<file path="src/rtl/iter_lzc_if.sv">
// Handshake bundle for the iterative leading/trailing zero/one counter.
// Ports: request (in_valid/in_ready/in_data/in_mode), result (out_valid/out_ready/out_count/out_none).
interface iter_lzc_if #(
    parameter int WIDTH = 32
);
    localparam int CW = $clog2(WIDTH + 1);

    logic             in_valid;
    logic             in_ready;
    logic [WIDTH-1:0] in_data;
    logic [1:0]       in_mode;
    logic             out_valid;
    logic             out_ready;
    logic [CW-1:0]    out_count;
    logic             out_none;

    modport master (
        output in_valid, in_data, in_mode, out_ready,
        input  in_ready, out_valid, out_count, out_none
    );

    modport slave (
        input  in_valid, in_data, in_mode, out_ready,
        output in_ready, out_valid, out_count, out_none
    );
endinterface

</file>
<file path="src/rtl/iter_lzc.sv">
// Iterative leading/trailing zero/one counter, scanning CHUNK bits per cycle.
// Ports: clk, rst (async, active high), bus (iter_lzc_if.slave), busy (state != IDLE).
module iter_lzc #(
    parameter int WIDTH = 32,
    parameter int CHUNK = 8
) (
    input  logic       clk,
    input  logic       rst,
    iter_lzc_if.slave  bus,
    output logic       busy
);
    localparam int NCH = WIDTH / CHUNK;
    localparam int CW  = $clog2(WIDTH + 1);
    localparam int IW  = (NCH > 1) ? $clog2(NCH) : 1;

    localparam logic [1:0] IDLE = 2'd0;
    localparam logic [1:0] SCAN = 2'd1;
    localparam logic [1:0] DONE = 2'd2;

    logic [1:0]       state;
    logic [WIDTH-1:0] sr;
    logic [IW-1:0]    idx;
    logic [CW-1:0]    count;
    logic             none;

    logic [CHUNK-1:0] top;
    logic [CW-1:0]    clz;
    logic             zero;
    logic             last;

    // Every mode is folded into a leading-zero count: reverse for the
    // trailing modes, invert for the counting-ones modes.
    function automatic logic [WIDTH-1:0] xform(
        input logic [WIDTH-1:0] d,
        input logic [1:0]       m
    );
        logic [WIDTH-1:0] r;
        r = d;
        if (m[1]) begin
            for (int i = 0; i < WIDTH; i++) begin
                r[i] = d[WIDTH-1-i];
            end
        end
        if (m[0]) begin
            r = ~r;
        end
        return r;
    endfunction

    // Leading zeros inside the current top chunk; highest set bit wins
    // because it is visited last.
    always_comb begin
        top = sr[WIDTH-1 -: CHUNK];
        clz = CW'(CHUNK);
        for (int i = 0; i < CHUNK; i++) begin
            if (top[i]) begin
                clz = CW'(CHUNK - 1 - i);
            end
        end
        zero = (top == '0);
        last = (idx == IW'(NCH - 1));
    end

    always_ff @(posedge clk or posedge rst) begin
        if (rst) begin
            state <= IDLE;
            sr    <= '0;
            idx   <= '0;
            count <= '0;
            none  <= 1'b0;
        end else begin
            unique case (state)
                IDLE: begin
                    if (bus.in_valid) begin
                        sr    <= xform(bus.in_data, bus.in_mode);
                        count <= '0;
                        idx   <= '0;
                        none  <= 1'b0;
                        state <= SCAN;
                    end
                end
                SCAN: begin
                    if (zero && !last) begin
                        count <= count + CW'(CHUNK);
                        sr    <= sr << CHUNK;
                        idx   <= idx + IW'(1);
                    end else if (zero) begin
                        count <= CW'(WIDTH);
                        none  <= 1'b1;
                        state <= DONE;
                    end else begin
                        count <= count + clz;
                        none  <= 1'b0;
                        state <= DONE;
                    end
                end
                DONE: begin
                    if (bus.out_ready) begin
                        state <= IDLE;
                    end
                end
                default: state <= IDLE;
            endcase
        end
    end

    assign bus.in_ready  = (state == IDLE) && !rst;
    assign bus.out_valid = (state == DONE);
    assign bus.out_count = count;
    assign bus.out_none  = none;
    assign busy          = (state != IDLE);
endmodule
</file>
<file path="src/flat_wrapper.sv">
// flat-port wrapper written by rule: the top's interface ports become plain ports
module iter_lzc_flat 
#(
    parameter int WIDTH = 32,
    parameter int CHUNK = 8
)
  (clk, rst, busy, bus_in_valid, bus_in_data, bus_in_mode, bus_out_ready, bus_in_ready, bus_out_valid, bus_out_count, bus_out_none);
  iter_lzc_if #(.WIDTH(WIDTH)) bus_i ();
  input  logic clk;
  input  logic rst;
  output logic busy;
  input wire logic [$bits(bus_i.in_valid)-1:0] bus_in_valid;
  input wire logic [$bits(bus_i.in_data)-1:0] bus_in_data;
  input wire logic [$bits(bus_i.in_mode)-1:0] bus_in_mode;
  input wire logic [$bits(bus_i.out_ready)-1:0] bus_out_ready;
  output wire logic [$bits(bus_i.in_ready)-1:0] bus_in_ready;
  output wire logic [$bits(bus_i.out_valid)-1:0] bus_out_valid;
  output wire logic [$bits(bus_i.out_count)-1:0] bus_out_count;
  output wire logic [$bits(bus_i.out_none)-1:0] bus_out_none;
  assign bus_i.in_valid = bus_in_valid;
  assign bus_i.in_data = bus_in_data;
  assign bus_i.in_mode = bus_in_mode;
  assign bus_i.out_ready = bus_out_ready;
  assign bus_in_ready = bus_i.in_ready;
  assign bus_out_valid = bus_i.out_valid;
  assign bus_out_count = bus_i.out_count;
  assign bus_out_none = bus_i.out_none;
  iter_lzc #(.WIDTH(WIDTH), .CHUNK(CHUNK)) u_core (.clk(clk), .rst(rst), .bus(bus_i), .busy(busy));
endmodule
</file>
<file path="config.mk">
export PLATFORM = sky130hd
export DESIGN_NAME = iter_lzc_flat
export DESIGN_NICKNAME = d
export VERILOG_FILES = /design/src/rtl/iter_lzc_if.sv /design/src/rtl/iter_lzc.sv /design/src/flat_wrapper.sv
export SDC_FILE = /design/constraint.sdc
export NUM_CORES = 1
export LEC_CHECK = 0
export ABC_CLOCK_PERIOD_IN_PS = 2650
export CORE_MARGIN = 4
export CORE_UTILIZATION = 50
export DETAILED_ROUTE_END_ITERATION = 8
export PLACE_DENSITY = 0.83
export SLEW_MARGIN = 20
export SYNTH_ARGS = -nofsm -noshare
export SYNTH_HDL_FRONTEND = slang
export SYNTH_SLANG_ARGS = --single-unit
</file>
<file path="constraint.sdc">
create_clock -name clk -period 2.65 [get_ports clk]
set_input_delay 0.6625 -clock clk [delete_from_list [all_inputs] [get_ports clk]]
set_output_delay 0.6625 -clock clk [all_outputs]
set_load 0.03 [all_outputs]
</file>
==> results_slide.txt, run 1 <==
Physical Implementation Snapshot

Status
  – Status: completed

Min path
  – Worst hold path depth: 1
  – Hold Path Origin: u_core.sr[1]
  – Hold/Removal Path Class: flop to flop

Logic synthesis
  – Main synth FF type: dfrtp_1
  – Syn Inst Count: slightly above 300
  – Mapped cell area: roughly 2800 sq um
  – Post-synth EDFFs: 0
  – Most frequent cells after synthesis: nand2_1 (53), dfrtp_1 (43), xnor2_1 (33)
  – Syn. warnings: 0

Global routing
  – First-pass GRT wire length: just over 10,000 um
  – M2 GR Usage: roughly a third
  – Gr usage total: a little under a fifth
  – GR peak layer: met2
  – Remaining global-route overflow: 0

Clocking
  – PostCTS Resize Cnt: 0
  – Total CTS buffers: 5

Die
  – Io pins: about 48
  – Chip area: ~7000 sq um
  – Standard-cell row count: 27

STA
  – Setup Skew: approximately 0.0075 ns
  – Endpoints failing hold: 0
  – Final Critical Period: between 2 and 3 ns
  – Relative slew slack: between 60% and 70%

Cells and area
  – Final instance area: about 3500 sq um
  – Fin util: between 60% and 70%
  – Final Non-Filler Cells: about 420
  – Share of cells above drive strength 1: roughly 8%

Detailed routing
  – Iter 0 DRT Violations: ~110
  – TritonRoute pass-1 iters: 4
  – Routed len/inst: roughly 15 um
  – Detail Route Antenna Nets: 0

Setup path
  – Cell class contributing the biggest share of worst-path delay: buffers and inverters
  – Slowest stage delay, CP: approximately 0.67 ns
  – Worst-path maximum fanout: 2
  – Flop-to-flop setup slack: roughly 0.4 ns

Flow run
  – Count of tool warnings: 26
  – Max_cap viols: 0

Pwr
  – P_seq: about 1.2 mW
  – Switching power: around 1.1 mW
  – PwrDens: 840 nW/um^2

Placement
  – Dpl ws: ~0.11 ns
  – Number of I/O port buffers: between 40 and 50
  – Cell count after placement: 410
run 1: placed cells by master, fill, tap and decap left out, types with 3 or more instances in the layout:
cell type,netlist,final
nand2_1,53,53
clkdlybuf4s50_1,0,45
dfrtp_1,43,43
xnor2_1,33,33
mux2i_1,32,32
nor3_1,28,28
a31oi_1,24,24
a22o_1,12,12
buf_4,0,9
a21oi_1,7,7
ha_1,6,6
clkbuf_8,0,6
inv_1,5,5
o211ai_1,4,4
nor2_1,4,4
nand2b_1,3,3
nand3_1,3,3
run 1: metal layers:
metal / vias to the layer above / wire length [um]
met5: - / 0
met4: 0 / 97
met3: 7 / 259
met2: 52 / 3120
met1: 1134 / 2650
li1: 1157 / -
run 1: final cells by class:
type,instances,area share (%)
Multi-Input combinational cell,232,46.8
Timing Repair Buffer,56,15.3
Tap cell,72,2.60
Clock inverter,2,1.01
Sequential cell,43,31.1
Clock buffer,6,2.39
Inverter,7,0.796
run 1: logic make-up after synthesis:
kind of cell | after synthesis | synth area share [%]
multiplexers | 33 | 11.7
XOR/XNOR | 35 | 10.8
AND-OR/OR-AND | 54 | 13.2
adder cells (fa/ha/maj) | 7 | 3.36
AND/OR/NAND/NOR | 103 | 17.8
flip-flops | 43 | 38.0
buffers and inverters | 30 | 5.17
run 1: worst max path at each step:
stage | to | depth (start not counted)
floorplan | u_core.bus.out_count[4] | 10
global placement | bus_in_ready | 3
detailed placement | bus_in_ready | 3
CTS | bus_in_ready | 3
global route | bus_in_ready | 3
finish | bus_in_ready | 3
run 1: state kept, by name (all words and copies together) (netlist names):
register,count
u_core.bus.out_count,6
u_core.sr,32
u_core.state,2
u_core.bus.out_none,1
u_core.idx,2
**Run 1: cells coloured by class**

The bar under the picture is 20 um long.
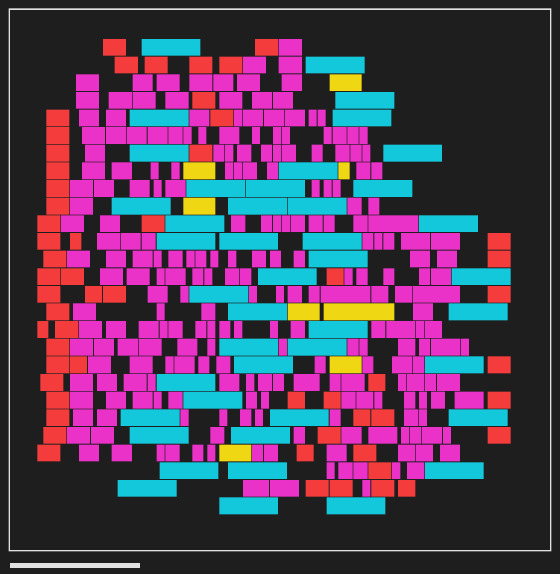
cyan -> flip-flops  # cells 43, share of their area 32%
magenta -> all other logic  # cells 239, share of their area 49%
yellow -> clock drivers and dummy loads  # cells 8, share of their area 3.5%
red -> other buffers and delay cells  # cells 56, share of their area 16%

**Run 1: logic cells by family**

The bar under the picture is 20 um long.
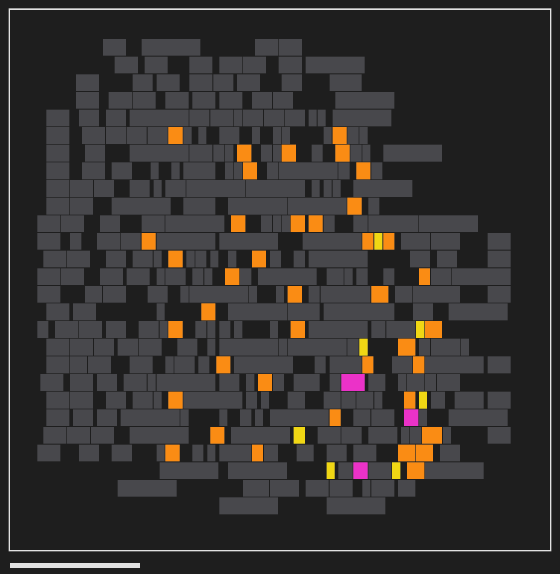
yellow -> inverters  # cells 7
orange -> inverting AOI/OAI gates  # cells 39
magenta -> AND and OR gates  # cells 3

**Run 1: power grid**

Pins as bars on the die edge. Tap cells in grey.
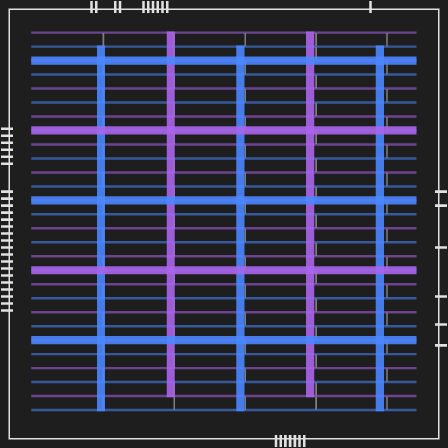
blue -> VSS
purple -> VDD
signal pins = 48
rows = 27
met4 straps = 5
Peak supply drop: 0.324 mV
die height: 83.3 um
Die Width: 83.3 um
core area: 5510 sq um

**Run 1: routed clock nets over the placement**

The bar under the picture is 20 um long.
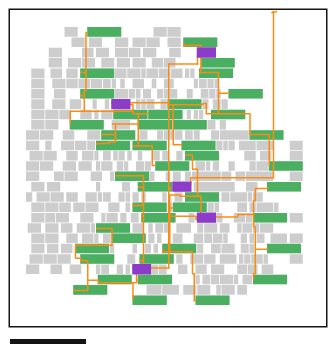

==> run 1 -> run 2 <==
--- a/config.mk
+++ b/config.mk
@@ -10,6 +10,5 @@
 export CORE_UTILIZATION = 50
 export DETAILED_ROUTE_END_ITERATION = 8
-export PLACE_DENSITY = 0.83
-export SLEW_MARGIN = 20
+export PLACE_DENSITY = 0.76
 export SYNTH_ARGS = -nofsm -noshare
 export SYNTH_HDL_FRONTEND = slang
==> constraint.sdc (replaced) <==
create_clock -name clk -period 2.65 [get_ports clk]
set_input_delay 0.6625 -clock clk [delete_from_list [all_inputs] [get_ports clk]]
set_output_delay 0.6625 -clock clk [all_outputs]
set_load 0.1 [all_outputs]
**Run 2: routed clock nets over the placement**

The bar under the picture is 20 um long.
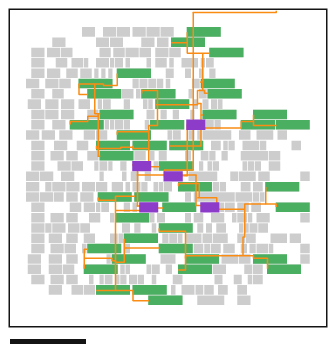
orange -> clock wires  # length 517 um
purple -> cells driving clock nets  # count 5
green -> flip-flops  # count 43
routed clock nets = 6
Clk power: 491 uW
clk_lat worst skew: 0.28 ns
Clock power frac: 16.1%
Setup Skew: 0.00408 ns

==> run 2 against run 1 <==
Against the previous run:
- hold slack got worse by 0.0085 ns
- clock skew shrank 0.0034 ns
- count of clock-buffer cells in the layout is the same
- critical endpoint is now u_core.bus.out_count[4]
- cell count fell by 0.24%
- non-clock buffer count did not move
- critical path type is now flop to flop
- die size did not move
- via count decreased by 2.5%
==> results_slide.txt, run 2 <==
Physical Implementation Snapshot

Status
  – Status: completed

Global routing
  – First-pass GRT wire length: 10,400 um (-0.39%)
  – Gr usage total: 17.7% (-0.44 points)

Die
  – Die height: 83.3 um (unchanged)
  – Io pins: 48 (unchanged)
  – Die Width: 83.3 um (unchanged)
  – Chip area: 6940 sq um (unchanged)

STA
  – Endpoints failing hold: 0 (unchanged)
  – Relative slew slack: 53.9% (-9.9 points)

Cells and area
  – Most frequent cells in the layout: nand2_1 (53), dfrtp_1 (43), clkdlybuf4s50_1 (35), xnor2_1 (33), mux2i_1 (32)
  – Final Non-Filler Cells: 417 (-0.24%)
  – Final instance area: 3430 sq um (-0.72%)
  – Largest register FFs: 32 (unchanged)
  – Dominant logic cell type in the layout: nand2_1

Logic synthesis
  – Mapped cell area: 2830 sq um (unchanged)
  – Syn Inst Count: 305 (unchanged)
  – Post-synth EDFFs: 0 (unchanged)
  – Most frequent cells after synthesis: nand2_1 (53), dfrtp_1 (43), xnor2_1 (33)
  – Main synth FF type: dfrtp_1

Detailed routing
  – Routed len/inst: 13.9 um (-4.8%)
  – Iter 0 DRT Violations: 136 (+20%)
  – TritonRoute pass-1 iters: 4 (unchanged)
  – Detail Route Antenna Nets: 0 (unchanged)

Setup path
  – Worst-path maximum fanout: 4 (+2)
  – Cell class contributing the biggest share of worst-path delay: AND-OR/OR-AND gates
  – Slowest stage delay, CP: 0.45 ns (-0.22 ns)

Pwr
  – Peak supply drop: 0.475 mV (+47%)
  – PwrDens: 887 nW/um^2 (+5.7%)

Min path
  – Hold/Removal Path Class: flop to flop
  – Worst hold path depth: 1 (unchanged)

Flow run
  – Count of tool warnings: 26 (unchanged)
  – Max_cap viols: 0 (unchanged)

Placement
  – Number of I/O port buffers: 47 (unchanged)
**Run 2: cells coloured by class**

The bar under the picture is 20 um long.
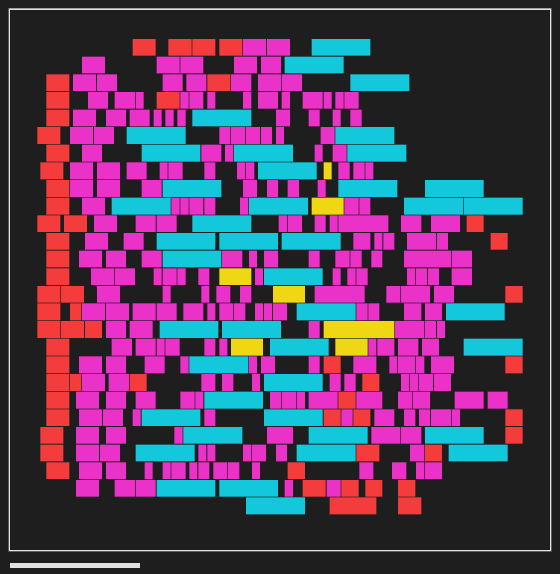
magenta -> all other logic  # cells 239, share of their area 49%
yellow -> clock drivers and dummy loads  # cells 7, share of their area 3.1%
red -> other buffers and delay cells  # cells 56, share of their area 15%
cyan -> flip-flops  # cells 43, share of their area 32%

[run 2: cell type report]
| type | instances | area (sq um) |
|---|---|---|
| fill | 483 | 2070 |
| multi-input combinational | 232 | 1620 |
| sequential | 43 | 1080 |
| timing repair buffer | 56 | 515 |
| tap | 72 | 90.1 |
| clock buffer | 6 | 72.6 |
| clock inverter | 1 | 30.0 |
| inverter | 7 | 27.5 |
[run 2: worst max path at each step]
stage                              endpoint             from  slack (ns)  cells after the start
floorplan                      bus_in_ready  u_core.state[0]        0.04                      2
global placement    u_core.bus.out_count[4]    u_core.sr[25]        0.44                     10
detailed placement  u_core.bus.out_count[4]    u_core.sr[24]        0.43                     10
CTS                 u_core.bus.out_count[4]    u_core.sr[24]        0.39                     10
global route        u_core.bus.out_count[4]    u_core.sr[25]        0.24                     10
finish              u_core.bus.out_count[4]    u_core.sr[24]        0.39                     10
[run 2: cell families (layout without fill, tap and decap cells)]
group                      after synthesis  after routing  synth area share (%)
and+or+nand+nor                        103            103                  17.8
AOI/OAI and AO/OA                       54             54                  13.2
DFF                                     43             43                  38.0
xor gates and xnor gates                35             35                  10.8
muxes                                   33             33                  11.7
buffers and inverters                   30             70                  5.17
adders and majority gates                7              7                  3.36
[run 2: power breakdown]
| part | switching [mW] | total (mW) | internal [mW] |
|---|---|---|---|
| combinational | 0.856 | 1.40 | 0.548 |
| clock | 0.214 | 0.491 | 0.276 |
| sequential | 0.226 | 1.15 | 0.926 |
| total | 1.30 | 3.05 | 1.75 |
[run 2: metal layers]
layer	routed length, um	share of wire, %	GRT usage, %	up-vias
met1	2660	46	23.9	1075
met5	0	0	0	-
met3	309	5.3	4.07	5
met4	52	0.89	4.31	0
li1	-	-	-	1149
met2	2790	48	28.9	62
**Run 2: clock nets**

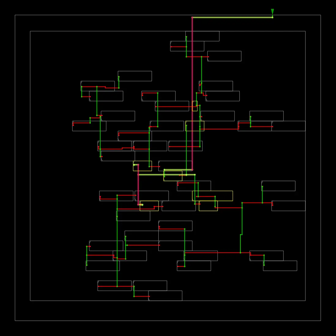

==> run 2 -> run 3 <==
- CORE_UTILIZATION: 50 -> 54
- PLACE_DENSITY: 0.76 -> 0.81
- SETUP_SLACK_MARGIN: default -> 0.15
**Run 3: clock nets**

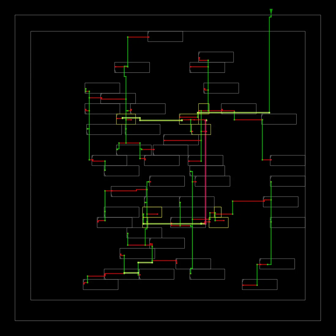
clk sinks: 43
clock buffers: 6
clk_lat worst skew: 0.29 ns

==> run 3 against run 2 <==
Against the previous run:
- register-to-register slack lost 0.03 ns
- design area fell by 0.29%
- global-route usage is 1.5 points higher
- area after synthesis stayed put
- largest cell class unchanged
==> results_slide.txt, run 3 <==
Physical Implementation Snapshot

Status
  – Status: completed

Global routing
  – Gr usage total: 19.3% (+1.5 points)
  – First-pass GRT wire length: 10,100 um (-2.2%)

Detailed routing
  – Iter 0 DRT Violations: 157 (+15%)
  – Routed len/inst: 14.3 um (+2.5%)

Logic synthesis
  – Most frequent cells after synthesis: nand2_1 (53), dfrtp_1 (43), xnor2_1 (33)
  – Mapped cell area: 2830 sq um (unchanged)
  – Adder Share, Synth: 3.36% (unchanged)

Pwr
  – Top power group: combinational logic
  – PwrDens: 869 nW/um^2 (-2.1%)
  – P_seq: 1.16 mW (about the same)
  – Power share of the sequential group: 38.9% (+1.1 points)
  – Clock power frac: 13.7% (-2.4 points)

Cells and area
  – Most frequent cells in the layout: nand2_1 (53), dfrtp_1 (43), clkdlybuf4s50_1 (35), xnor2_1 (33), mux2i_1 (32)
  – Largest register FFs: 32 (unchanged)

STA
  – Setup Skew: 0.00606 ns (+0.00198 ns)
  – Relative slew slack: 64.2% (+10 points)

Setup path
  – Slowest stage delay, CP: 0.43 ns (-0.02 ns)
  – Critical path depth: 10 (unchanged)

Min path
  – Hold/Removal Path Class: flop to flop
**Run 3: power grid**

Pins as bars on the die edge. Tap cells in grey.
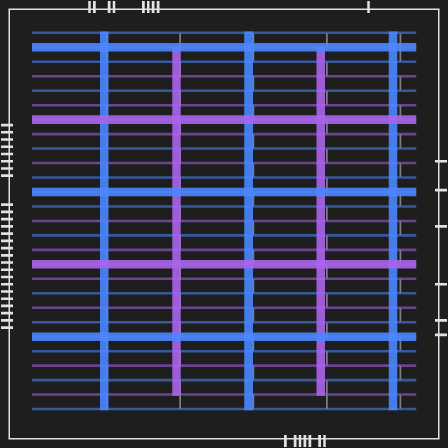
blue -> VSS
purple -> VDD
met4 straps = 5
met1 rails = 27

## run 3: routing by layer
metal | wire, um | global-route usage, % | part of all wire, % | vias up
met5 | 0 | 0 | 0 | -
met4 | 53 | 4.39 | 0.89 | 0
met3 | 298 | 3.14 | 5.0 | 6
met2 | 2920 | 32.0 | 49 | 91
met1 | 2660 | 26.3 | 45 | 1086
li1 | - | - | - | 1155
## run 3: cell type report
class	count	area [sq um]	share of cell area [%]
multi-input cells	232	1630	47.5
flip-flops and latches	43	1080	31.4
repair buffers	55	520	15.2
well taps	70	87.6	2.56
clock buffers	6	72.6	2.12
inverters	7	27.5	0.804
clock inverters	2	12.5	0.365
## run 3: kinds of logic after synthesis
group | Yosys count
simple gates | 103
mux | 33
fa+ha+maj | 7
flops | 43
buf+inv | 30
xor+xnor | 35
compound gates | 54
## run 3: worst min-delay path by stage
stage	end	from	cells after the start	slack, ns
floorplan	u_core.sr[0]	u_core.sr[0]	1	0.47
global placement	u_core.sr[5]	u_core.sr[5]	1	0.49
finish	u_core.sr[7]	u_core.sr[7]	1	0.52
CTS	u_core.sr[5]	u_core.sr[5]	1	0.51
global route	u_core.sr[5]	u_core.sr[5]	1	0.52
detailed placement	u_core.sr[4]	u_core.sr[4]	1	0.50
## run 3: through the flow
step / utilization, % / cells / area [sq um] / setup slack (ns)
4_1_cts: 67.0 / 415 / 3420 / 0.380
6_report: 67.0 / 415 / 3420 / 0.360
3_5_place_dp: 65.4 / 407 / 3340 / 0.378
5_1_grt: 67.0 / 415 / 3420 / 0.214
3_3_place_gp: 65.4 / 407 / 3340 / 0.425
2_1_floorplan: - / 305 / 2840 / 0.219
Power and IR drop assume default switching activity.
